Signal wires by layer:
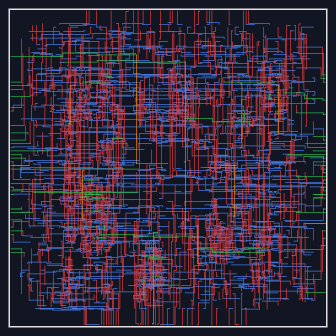
Clock routing:
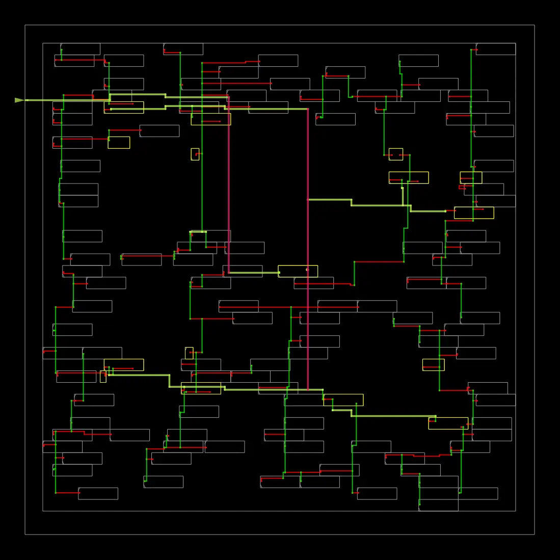
Logic cells by family:
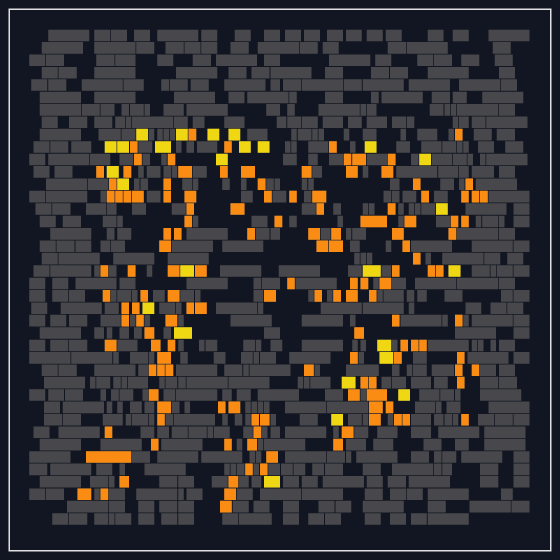
==> config.mk <==
export PLATFORM = sky130hd
export DESIGN_NAME = branch_resolve
export DESIGN_NICKNAME = d
export VERILOG_FILES = /design/src/rtl/branch_resolve.sv
export SDC_FILE = /design/constraint.sdc
export NUM_CORES = 1
export LEC_CHECK = 0
export ABC_CLOCK_PERIOD_IN_PS = 3900
export CAP_MARGIN = 10
export CORE_MARGIN = 4
export CORE_UTILIZATION = 54
export CTS_CLUSTER_SIZE = 20
export DETAILED_ROUTE_END_ITERATION = 8
export PLACE_DENSITY = 0.78
export SLEW_MARGIN = 5
export SYNTH_ARGS = -nofsm -noshare
export SYNTH_HDL_FRONTEND = slang
export SYNTH_SLANG_ARGS = --single-unit
==> constraint.sdc <==
create_clock -name clk -period 3.9 [get_ports clk]
set_input_delay 0.39 -clock clk [delete_from_list [all_inputs] [get_ports clk]]
set_output_delay 0.39 -clock clk [all_outputs]
set_load 0.02 [all_outputs]
==> run summary <==
impl run done, here's what came out: TritonCTS clock tree built, Critical-path top delay cell sky130_fd_sc_hd__a221oi_1, Final GP Congestion 0.892, fraction of layout cells with a size suffix above 1 14.5%, DRC viols 0, headroom to the max-slew limit 58.3%, final setup slack of the worst path 0.759 ns, worst-case hold slack 0.469 ns, proportion of register bits with asynchronous set or reset after synthesis 100%, vias in the first global route 5,669, max frequency 318 MHz, reg-to-reg setup timing slack 0.76 ns, clock buffer count 13, Comb pwr share 60.2%, crit-path max FO 3, count of instances resized after the clock tree is built 0, IR Drop Worst-Case VDD 0.469 mV, # Taps 147, post-route fraction of the period consumed by the critical path 80.5%, Hold Fails Final Rpt 0, path length in cells of the critical path 11, clock group share of total power 11.3%, switching part of the total power 44.8%, met1 demand-to-capacity share in global routing 30.8%, leakage 3.48 nW, # placed instances 914, biggest area consumer among cell classes multi-input combinational cells, yosys cell count 667, yosys aoi share 16.0%, met3 WL 761 um, post-synth top area cell sky130_fd_sc_hd__dfrtp_1, synthesized chip area reported by yosys 0.00659 sq mm, total setup buffers inserted after CTS 0, Filler Cell Count 963, Clock H-tree levels 3, critical path's largest stage delay 0.44 ns, largest clock skew in the final design 0.00821 ns, antenna diode count 0, num rows 40, yosys simple share 14.3%, utilization after layout 68.5%, number of buffers outside the clock class in the layout 124, flip-flop and latch count after synthesis 109, design internal power 4.37 mW, status finished, final reports clean, die footprint 0.0140 sq mm, sequential area share after synthesis 41.4%, most frequently placed logic cells in the final layout sky130_fd_sc_hd__clkdlybuf4s50_1 (113), sky130_fd_sc_hd__dfrtp_1 (109), sky130_fd_sc_hd__mux2_2 (71), required time of the worst setup path 4.14 ns, maximum number of pins on one net before global-route repair 42, TritonRoute pass-1 iters 5, cell depth of the worst hold path 1, number of unique standard cell types used by synthesis 60, grt total ovfl 0, WP buf/inv 0, most frequent cells after synthesis sky130_fd_sc_hd__dfrtp_1 (109), sky130_fd_sc_hd__mux2_2 (71), sky130_fd_sc_hd__nor2_1 (61), sky130_fd_sc_hd__nand2_1 (57), sky130_fd_sc_hd__a21oi_1 (45), share of power burned in registers 28.5%, heaviest power group combinational cells, number of sinks on the clock net 109, Logic Gate Count 524, total power divided by cell area 966 mW/mm^2, placed standard-cell area 0.00790 sq mm, Vias/cell 5.85, Post-Synthesis Mean Instance Area 9.88 sq um, final-layout clock-cell area share 3.53%, classification of the worst-slack hold path flip-flop to flip-flop, grt met2 use 42.8%, dominant kind of combinational cell AND-OR/OR-AND gates, Post-Syn Area 0.00659 sq mm, element type at the critical path end flip-flop, core utilization before placement 55.1%, Port Buffers 114, Tmin final 3.14 ns, top-count cell post-synth sky130_fd_sc_hd__dfrtp_1
-- 'signal wires by layer' (at the start) --
[metal 1] blue | wire length: 7,330 um
[metal 3] green | wire length: 761 um
[metal 4] orange | wire length: 248 um
[metal 2] red | wire length: 8,310 um
average wire per cell in the routed design: 17.9 um
global routing usage summed across all routing layers: 24.5%
overall via count from detail_route: 5,444
wire length after detailed routing: 16,600 um

-- 'clock routing' (at the start) --
power in the clock group: 0.895 mW
clock buffer count from CTS: 9

-- 'logic cells by family' (at the start) --
[non-inverting ao/oa cells] yellow | cells: 26
[aoi and oai cells] orange | cells: 139
most frequent logic cell in the layout: sky130_fd_sc_hd__clkdlybuf4s50_1
Cell Count, Final, Fillers Out: 931
fraction of area in multi-input gates: 45.6%

Power and IR drop assume default switching activity.
